## src/rtl/pwm_capture_pkg.sv

```systemverilog
`default_nettype none
// ============================================================================
// Module   : pwm_capture_pkg
// Purpose  : Shared FSM state type and default constants for pwm_capture.
// Revision : 1.0 - initial release
// ============================================================================
package pwm_capture_pkg;

  typedef enum logic [1:0] {
    IDLE = 2'd0,
    HIGH = 2'd1,
    LOW  = 2'd2
  } state_t;

  localparam int c_def_cnt_w   = 10;
  localparam int c_def_timeout = 1023;
  localparam int c_filt_depth  = 3;

endpackage
`default_nettype wire

```

## src/rtl/pwm_in_cond.sv

```systemverilog
`default_nettype none
// ============================================================================
// Module   : pwm_in_cond
// Purpose  : Synchronizer, optional glitch filter (PWM_CAPTURE_GLITCH_FILTER_EN)
//            and registered edge detect for the PWM input pin.
// Revision : 1.0 - initial release
// ============================================================================
module pwm_in_cond
  import pwm_capture_pkg::*;
(
  input  logic clk,
  input  logic rst,
  input  logic i_pwm,
  output logic o_s,
  output logic o_rise,
  output logic o_fall
);

  logic r_sync1;
  logic r_sync2;
  logic r_s_d;
  logic r_rise;
  logic r_fall;
  logic w_s;

  always_ff @(posedge clk or posedge rst) begin
    if (rst) begin
      r_sync1 <= 1'b0;
      r_sync2 <= 1'b0;
    end else begin
      r_sync1 <= i_pwm;
      r_sync2 <= r_sync1;
    end
  end

`ifdef PWM_CAPTURE_GLITCH_FILTER_EN
  logic [c_filt_depth-2:0] r_hist;
  logic                    r_hold;
  logic [c_filt_depth-1:0] w_win;

  // Level follows the synchronizer only once the whole window agrees.
  assign w_win = {r_hist, r_sync2};
  assign w_s   = ((&w_win) || (~|w_win)) ? r_sync2 : r_hold;

  always_ff @(posedge clk or posedge rst) begin
    if (rst) begin
      r_hist <= '0;
      r_hold <= 1'b0;
    end else begin
      r_hist <= w_win[c_filt_depth-2:0];
      r_hold <= w_s;
    end
  end
`else
  assign w_s = r_sync2;
`endif

  always_ff @(posedge clk or posedge rst) begin
    if (rst) begin
      r_s_d  <= 1'b0;
      r_rise <= 1'b0;
      r_fall <= 1'b0;
    end else begin
      r_s_d  <= w_s;
      r_rise <= w_s & ~r_s_d;
      r_fall <= ~w_s & r_s_d;
    end
  end

  // r_s_d is the level that matches the registered edge strobes in time.
  assign o_s    = r_s_d;
  assign o_rise = r_rise;
  assign o_fall = r_fall;

endmodule
`default_nettype wire

```

## src/rtl/pwm_capture.sv

```systemverilog
`default_nettype none
// ============================================================================
// Module   : pwm_capture
// Purpose  : Measures high time and period of a PWM input, with overflow and
//            stuck-input detection. Optional macro: PWM_CAPTURE_GLITCH_FILTER_EN.
// Revision : 1.0 - initial release
// ============================================================================
module pwm_capture
  import pwm_capture_pkg::*;
#(
  parameter int CNT_W   = c_def_cnt_w,
  parameter int TIMEOUT = c_def_timeout
) (
  input  logic             clk,
  input  logic             rst,
  input  logic             pwm_in,
  output logic [CNT_W-1:0] high_cnt,
  output logic [CNT_W-1:0] period_cnt,
  output logic             valid,
  output logic             overflow,
  output logic             stuck,
  output logic             stuck_level
);

  localparam logic [CNT_W-1:0] c_max        = '1;
  localparam logic [CNT_W-1:0] c_one        = CNT_W'(1);
  localparam logic [CNT_W-1:0] c_quiet_last = CNT_W'(TIMEOUT - 1);

  logic w_s;
  logic w_rise;
  logic w_fall;

  pwm_in_cond u_cond (
    .clk    (clk),
    .rst    (rst),
    .i_pwm  (pwm_in),
    .o_s    (w_s),
    .o_rise (w_rise),
    .o_fall (w_fall)
  );

  state_t           r_state;
  logic [CNT_W-1:0] r_per;
  logic [CNT_W-1:0] r_high;
  logic [CNT_W-1:0] r_quiet;
  logic [CNT_W-1:0] r_high_out;
  logic [CNT_W-1:0] r_per_out;
  logic             r_valid;
  logic             r_ovf;
  logic             r_stuck;
  logic             r_stuck_lvl;

  logic             w_edge;
  logic             w_timeout;
  logic             w_counting;
  logic [CNT_W-1:0] w_per_inc;
  logic [CNT_W-1:0] w_high_inc;

  assign w_edge     = w_rise | w_fall;
  // An edge in the timeout cycle wins: the quiet window restarts instead.
  assign w_timeout  = ~w_edge & ~r_stuck & (r_quiet == c_quiet_last);
  assign w_per_inc  = (r_per  == c_max) ? r_per  : r_per  + 1'b1;
  assign w_high_inc = (r_high == c_max) ? r_high : r_high + 1'b1;
  // Cycles where the period counter is asked to advance; high never exceeds it.
  assign w_counting = ~w_timeout &
                      ((r_state == HIGH) || ((r_state == LOW) && !w_rise));

  always_ff @(posedge clk or posedge rst) begin
    if (rst) begin
      r_state     <= IDLE;
      r_per       <= '0;
      r_high      <= '0;
      r_quiet     <= '0;
      r_high_out  <= '0;
      r_per_out   <= '0;
      r_valid     <= 1'b0;
      r_ovf       <= 1'b0;
      r_stuck     <= 1'b0;
      r_stuck_lvl <= 1'b0;
    end else begin
      r_valid <= 1'b0;

      if (w_edge) begin
        r_quiet     <= '0;
        r_stuck     <= 1'b0;
        r_stuck_lvl <= 1'b0;
      end else if (!r_stuck) begin
        r_quiet <= r_quiet + 1'b1;
      end

      if (w_counting && (r_per == c_max)) begin
        r_ovf <= 1'b1;
      end

      if (w_timeout) begin
        r_stuck     <= 1'b1;
        r_stuck_lvl <= w_s;
        r_state     <= IDLE;
      end else begin
        case (r_state)
          IDLE: begin
            if (w_rise) begin
              r_state <= HIGH;
              r_per   <= c_one;
              r_high  <= c_one;
            end
          end
          HIGH: begin
            if (w_fall) begin
              r_state <= LOW;
              r_per   <= w_per_inc;
            end else begin
              r_per  <= w_per_inc;
              r_high <= w_high_inc;
            end
          end
          LOW: begin
            if (w_rise) begin
              r_state    <= HIGH;
              r_per_out  <= r_per;
              r_high_out <= r_high;
              r_valid    <= 1'b1;
              r_per      <= c_one;
              r_high     <= c_one;
            end else begin
              r_per <= w_per_inc;
            end
          end
          default: r_state <= IDLE;
        endcase
      end
    end
  end

  assign high_cnt    = r_high_out;
  assign period_cnt  = r_per_out;
  assign valid       = r_valid;
  assign overflow    = r_ovf;
  assign stuck       = r_stuck;
  assign stuck_level = r_stuck_lvl;

endmodule
`default_nettype wire
```

## config.mk

```make
export PLATFORM = sky130hd
export DESIGN_NAME = pwm_capture
export DESIGN_NICKNAME = d
export VERILOG_FILES = /design/src/rtl/pwm_capture_pkg.sv /design/src/rtl/pwm_in_cond.sv /design/src/rtl/pwm_capture.sv
export SDC_FILE = /design/constraint.sdc
export NUM_CORES = 1
export LEC_CHECK = 0
export CAP_MARGIN = 20
export CORE_ASPECT_RATIO = 0.9
export CORE_MARGIN = 2
export CORE_UTILIZATION = 40
export CTS_BUF_LIST = sky130_fd_sc_hd__clkbuf_8
export CTS_CLUSTER_SIZE = 30
export DETAILED_ROUTE_END_ITERATION = 6
export PLACE_DENSITY = 0.71
export SLEW_MARGIN = 20
export SYNTH_ARGS = -nofsm -noshare
export SYNTH_HDL_FRONTEND = slang
export SYNTH_SLANG_ARGS = --single-unit
```

## constraint.sdc

```tcl
create_clock -name clk -period 5.7 [get_ports clk]
set_input_delay 1.14 -clock clk [delete_from_list [all_inputs] [get_ports clk]]
set_output_delay 1.14 -clock clk [all_outputs]
set_load 0.05 [all_outputs]
```

**M1 wires**

Cells faint in the background.
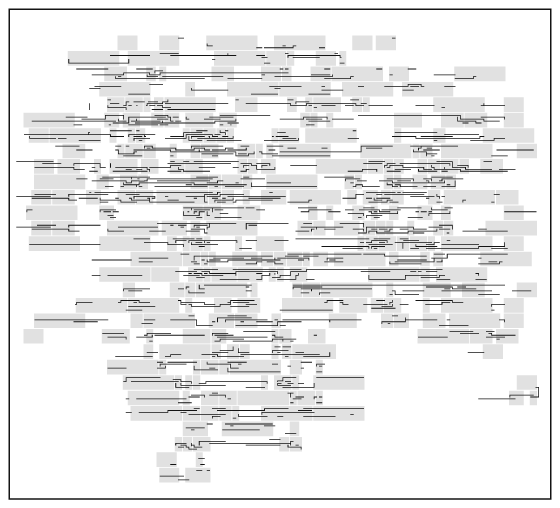
284 nets have wire on it. The layer holds 49% of the routed length. The layer carries 2690 um of wire.

**Cell sizes after repair**

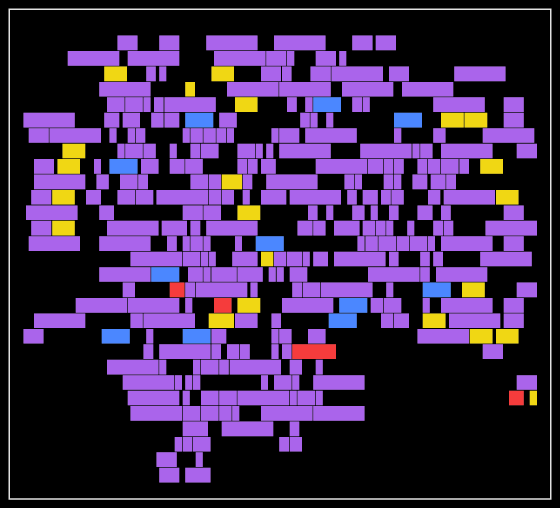
Key: blue = drive 6 and up [cells 11, share 3.5%, most used clkbuf_8]; purple = drive 1 or less [cells 278, share 88%, most used dfrtp_1]; red = drive 3 to 4 [cells 4, share 1.3%, most used buf_4]; yellow = drive 2 [cells 22, share 7.0%, most used mux2_2]

**Track usage over the die**

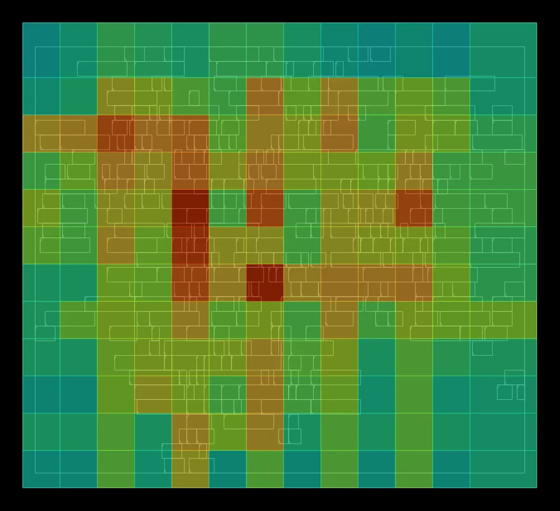
grt met2 use: 22.5%
Top Usage Layer GRT: met2
Routed wire per std cell: 13.5 um
M1 GR Usage: 20.1%

==> impl_metrics.env <==
# implementation run metrics
export IMPL_status="finished, final reports clean"
export IMPL_die_x_um=95.2
export IMPL_p_int_mw=0.827
export IMPL_nets=321
export IMPL_synthFlopType="dfrtp_1"
export IMPL_cp_num_buf_inv=1
export IMPL_finalCriticalPeriod_ns=2.79
export IMPL_yosysUniqueCellTypes=50
export IMPL_drtIter0Drc=138
export IMPL_top_logic_kind="simple AND/OR/NAND/NOR gates"
export IMPL_cts_buffers=9
export IMPL_drive_above_1_share_pct=11.7
export IMPL_edf_count=0
export IMPL_clk_latency_ns=0.33
export IMPL_grt_pass1_vias=2053
export IMPL_cp_required_ns=4.56
export IMPL_regArea_um2=1530
export IMPL_drc=0
export IMPL_crit_family="buffers and inverters"
export IMPL_vias=2265
export IMPL_top_area_cell="dfrtp_1"
export IMPL_clkSlewWorstSetupHoldPaths_ns=0.06
**Signal wires on met2**

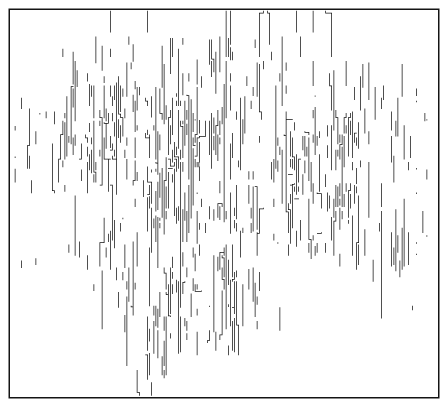
The longest straight run is 32.3 um. The wires run mostly vertical. The layer holds 46% of the routed length.

**Local utilization**

Scale bar: 20 um. 10 x 9 tiles, from dark blue (low) to red (high), 0 to 100% covered.
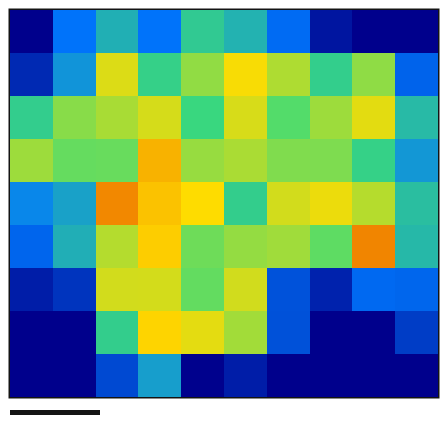
The densest ninth of the die: centre. The fullest tile reaches 85%. The emptiest ninth of the die: south-east. 16% of the tiles are nearly empty.

==> layout by cell type, fill, tap and decap left out, drive strengths merged, types with 3 or more instances in the layout <==
master,n
clkbuf,11
or3,4
nor2b,4
nand4,8
a21oi,16
and4,4
mux2,17
nand2,26
inv,15
xor2,4
nand4b,3
dfrtp,61
ha,8
nor3,4
a41oi,4
clkdlybuf4s50,26
nor2,19
o21ai,19
and3,7
nand3,7
o41ai,7
o31ai,8
==> routing by layer <==
| layer | vias to the layer above | global-route usage [%] |
|---|---|---|
| met4 | 0 | 3.95 |
| met1 | 1116 | 20.1 |
| met3 | 5 | 5.54 |
| li1 | 1098 | - |
| met5 | - | 0 |
| met2 | 46 | 22.5 |
